==> src/rtl/sm2201_isa_cycle_controller.sv <==
// ISA I/O cycle sequencer for the SM2201 interface board: decodes the 16-register
// window, strobes the datapath once per command and owns isa_chrdy wait-state insertion.
module sm2201_isa_cycle_controller #(
  parameter logic [9:0] BASE_ADDR = 10'h300,
  parameter int         MIN_WAIT  = 2,
  parameter int         TIMEOUT   = 32
) (
  input  logic       isa_clk,
  input  logic       isa_reset,
  input  logic       isa_ior,
  input  logic       isa_iow,
  input  logic       isa_aen,
  input  logic [9:0] isa_addr,
  input  logic       dev_ack,
  input  logic       tmo_clr,
  output logic       isa_chrdy,
  output logic [3:0] reg_sel,
  output logic       rd_strobe,
  output logic       wr_strobe,
  output logic       busy,
  output logic       timeout_flag
);

  localparam int CNT_W = (TIMEOUT > 2) ? $clog2(TIMEOUT) : 1;
  localparam logic [CNT_W-1:0] ACK_MIN  = CNT_W'(MIN_WAIT - 1);
  localparam logic [CNT_W-1:0] TMO_LAST = CNT_W'(TIMEOUT - 1);

  typedef enum logic [1:0] {
    S_IDLE  = 2'd0,
    S_START = 2'd1,
    S_WAIT  = 2'd2,
    S_DONE  = 2'd3
  } state_t;

  state_t           state_reg, state_next;
  logic [CNT_W-1:0] cnt_reg, cnt_next;
  logic             dir_rd_reg, dir_rd_next;
  logic [3:0]       reg_sel_reg, reg_sel_next;
  logic             tmo_reg, tmo_next;

  logic hit;
  logic cmd_gone;
  logic ack_ok;
  logic tmo_set;

  // Both commands low at once is a bus fault, so XOR rejects it as well as idle.
  assign hit      = (isa_ior ^ isa_iow) & ~isa_aen & (isa_addr[9:4] == BASE_ADDR[9:4]);
  assign cmd_gone = dir_rd_reg ? isa_ior : isa_iow;
  assign ack_ok   = dev_ack & (cnt_reg >= ACK_MIN);

  always_ff @(posedge isa_clk or negedge isa_reset) begin
    if (!isa_reset) begin
      state_reg   <= S_IDLE;
      cnt_reg     <= '0;
      dir_rd_reg  <= 1'b0;
      reg_sel_reg <= 4'd0;
      tmo_reg     <= 1'b0;
    end else begin
      state_reg   <= state_next;
      cnt_reg     <= cnt_next;
      dir_rd_reg  <= dir_rd_next;
      reg_sel_reg <= reg_sel_next;
      tmo_reg     <= tmo_next;
    end
  end

  always_comb begin
    state_next   = state_reg;
    cnt_next     = cnt_reg;
    dir_rd_next  = dir_rd_reg;
    reg_sel_next = reg_sel_reg;
    tmo_set      = 1'b0;

    case (state_reg)
      S_IDLE: begin
        if (hit) begin
          state_next   = S_START;
          reg_sel_next = isa_addr[3:0];
          dir_rd_next  = ~isa_ior;
        end
      end
      S_START: begin
        cnt_next   = '0;
        state_next = S_WAIT;
      end
      S_WAIT: begin
        if (cmd_gone) begin
          state_next = S_IDLE;
        end else if (ack_ok) begin
          state_next = S_DONE;
        end else if (cnt_reg == TMO_LAST) begin
          state_next = S_DONE;
          tmo_set    = 1'b1;
        end else begin
          cnt_next = cnt_reg + CNT_W'(1);
        end
      end
      S_DONE: begin
        // Waiting for full command release keeps one strobe per command assertion.
        if (isa_ior & isa_iow) begin
          state_next = S_IDLE;
        end
      end
      default: state_next = S_IDLE;
    endcase

    tmo_next = tmo_set ? 1'b1 : (tmo_clr ? 1'b0 : tmo_reg);
  end

  assign isa_chrdy    = ~((state_reg == S_START) | (state_reg == S_WAIT));
  assign rd_strobe    = (state_reg == S_START) & dir_rd_reg;
  assign wr_strobe    = (state_reg == S_START) & ~dir_rd_reg;
  assign busy         = (state_reg != S_IDLE);
  assign reg_sel      = reg_sel_reg;
  assign timeout_flag = tmo_reg;

endmodule

==> config.mk <==
export PLATFORM = sky130hd
export DESIGN_NAME = sm2201_isa_cycle_controller
export DESIGN_NICKNAME = d
export VERILOG_FILES = /design/src/rtl/sm2201_isa_cycle_controller.sv
export SDC_FILE = /design/constraint.sdc
export NUM_CORES = 1
export LEC_CHECK = 0
export ABC_AREA = 1
export CORE_MARGIN = 3
export CORE_UTILIZATION = 41
export DETAILED_ROUTE_END_ITERATION = 7
export PLACE_DENSITY = 0.77
export SLEW_MARGIN = 20
export SYNTH_ARGS = -nofsm -noshare
export SYNTH_HDL_FRONTEND = slang
export SYNTH_SLANG_ARGS = --single-unit
==> constraint.sdc <==
create_clock -name isa_clk -period 1.43 [get_ports isa_clk]
set_input_delay 0.286 -clock isa_clk [delete_from_list [all_inputs] [get_ports isa_clk]]
set_output_delay 0.286 -clock isa_clk [all_outputs]
set_load 0.02 [all_outputs]
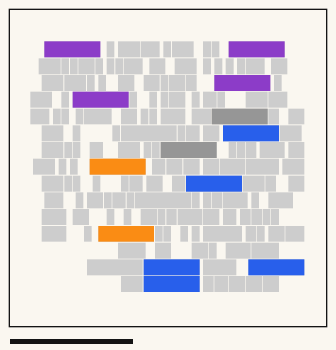
flops_by_reg.png
Scale bar: 20 um. Other sequential cells in the stronger grey, the rest of the logic in the fainter grey.
Key: orange = `state_reg` [sequential cells 2]; blue = `cnt_reg` [sequential cells 5]; purple = `reg_sel` [sequential cells 4]
Another 2 sequential cells are not coloured.
Seq group: 484 uW
Reg area: 325 um2

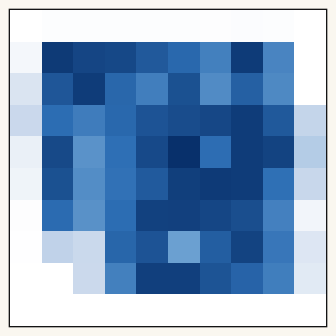
cell_density.png
10 x 10 tiles, from white (low) to dark blue (high), 0 to 100% covered.
The densest ninth of the die: centre. The mean over all tiles is 52%. The emptiest ninth of the die: south-west.
placeable core area: 1820 um2
post-layout utilization of the core: 0.763

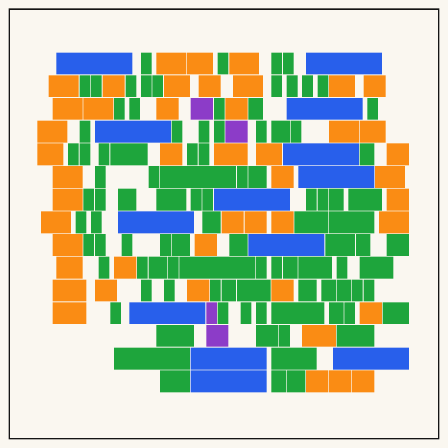
placement_by_type.png
Key: orange = remaining buffers and delay cells [cells 46, share of their area 30%]; blue = sequential cells [cells 13, share of their area 24%]; green = combinational and other logic [cells 99, share of their area 44%]; purple = clock drivers and dummy loads [cells 4, share of their area 1.9%]
flop share of the area: 0.234
cell area after layout: 1390 um2

==> run summary <==
The flow run is done. The flow ran to the end, but the final reports show violations. The checks that failed: setup timing. Power dissipated in the clock network landed at 246 uW. Worst setup slack after placement landed at -0.300 ns.

The stage logs contain a warning count of 32. Cell area after synthesis landed at 841 um2. Post-route minimum period landed at 1.52 ns. First-pass GRT wire length landed at 3.42 mm. The script logs the mean routed wire length per placed instance as 12.5 um. The worst setup path is captured at an output pin. Net count of the mapped netlist landed at 136. TritonCTS built the clock tree. Final clock period utilization by the worst path landed at 1.06. The count of cells in the finished layout, fillers not included, comes to 187. Cell count after synthesis landed at 111.

Total power for the finished layout comes to 2020 uW. The flow reports an fmax of 659 MHz. The worst setup path is launched from a flip-flop.

Setup slack of the critical path after layout landed at -0.0875 ns. After filler insertion, the fill cell instance count of the layout stands at 141. In this run, the synthesized area fraction spent on adder and majority cells is recorded as 0.119. Peak ir drop on the vdd network landed at 1.30 mV. In this run the critical register-to-register path is launched from state_reg[0]$_DFFE_PN0P_. Post-synthesis cell type count landed at 17. Hold is met by 0.302 ns.

Xor and xnor area share after synthesis landed at 0.0104. The tool flagged a number of max-cap violations equal to 0. Per the synthesis report, the simple-gate share of the synthesized area is 0.385.

Number of cell instances on the worst register-to-register path landed at 9. The slowest stage of the critical path belongs to the cell sky130_fd_sc_hd__dfrtp_1. The most critical min-delay path falls under in2async. Total setup violations reported at the end of the flow landed at 7. Leakage power figure landed at 0.000733 uW. The timing report gives the worst reg2reg path a setup slack of -0.03 ns.

Number of design-rule violations left by the first detailed-router iteration landed at 14. The register with the most flip-flops in the layout has 5 of them. Synthesis-stage register bit count landed at 13.

The critical path is of the reg2out type. The largest share of the power goes to combinational cells.
==> layer usage <==
| layer | vias to the layer above | share of wire |
|---|---|---|
| li1 | 451 | - |
| met1 | 443 | 0.42 |
| met2 | 30 | 0.52 |
| met3 | 3 | 0.048 |
| met4 | 0 | 0.012 |
| met5 | - | 0 |
==> what timing repair did <==
| action | CTS | global route |
|---|---|---|
| resized | 33 | 18 |
| endpoints found under the setup margin | 17 | 17 |
| pin swaps | 2 | 7 |
| buffers inserted | 0 | 6 |
| hold buffers | 0 | 0 |
| gates cloned | 1 | 0 |
==> cell usage after synthesis <==
cell type | n | share of area
sky130_fd_sc_hd__nor2_2 | 1 | 0.0074
sky130_fd_sc_hd__dfrtp_1 | 13 | 0.39
sky130_fd_sc_hd__nand3b_1 | 1 | 0.0089
sky130_fd_sc_hd__nand2_1 | 37 | 0.17
sky130_fd_sc_hd__nand3_1 | 9 | 0.054
sky130_fd_sc_hd__inv_2 | 2 | 0.0089
sky130_fd_sc_hd__nor2_4 | 1 | 0.013
sky130_fd_sc_hd__nand4_1 | 3 | 0.022
sky130_fd_sc_hd__nand2_2 | 2 | 0.015
sky130_fd_sc_hd__nand2_4 | 2 | 0.027
sky130_fd_sc_hd__ha_1 | 8 | 0.12
sky130_fd_sc_hd__inv_1 | 16 | 0.071
sky130_fd_sc_hd__nand3_2 | 2 | 0.024
sky130_fd_sc_hd__o21ai_1 | 3 | 0.018
sky130_fd_sc_hd__xor2_1 | 1 | 0.010
sky130_fd_sc_hd__nor2_1 | 9 | 0.040
sky130_fd_sc_hd__nor3b_1 | 1 | 0.0089
==> layout make-up <==
class / count / share of cell area
timing repair buffer: 46 / 0.291
tap: 25 / 0.0225
clock buffer: 4 / 0.0189
inverter: 18 / 0.0486
multi-input combinational: 81 / 0.385
sequential: 13 / 0.234
Power is estimated from default activity; no workload was simulated.
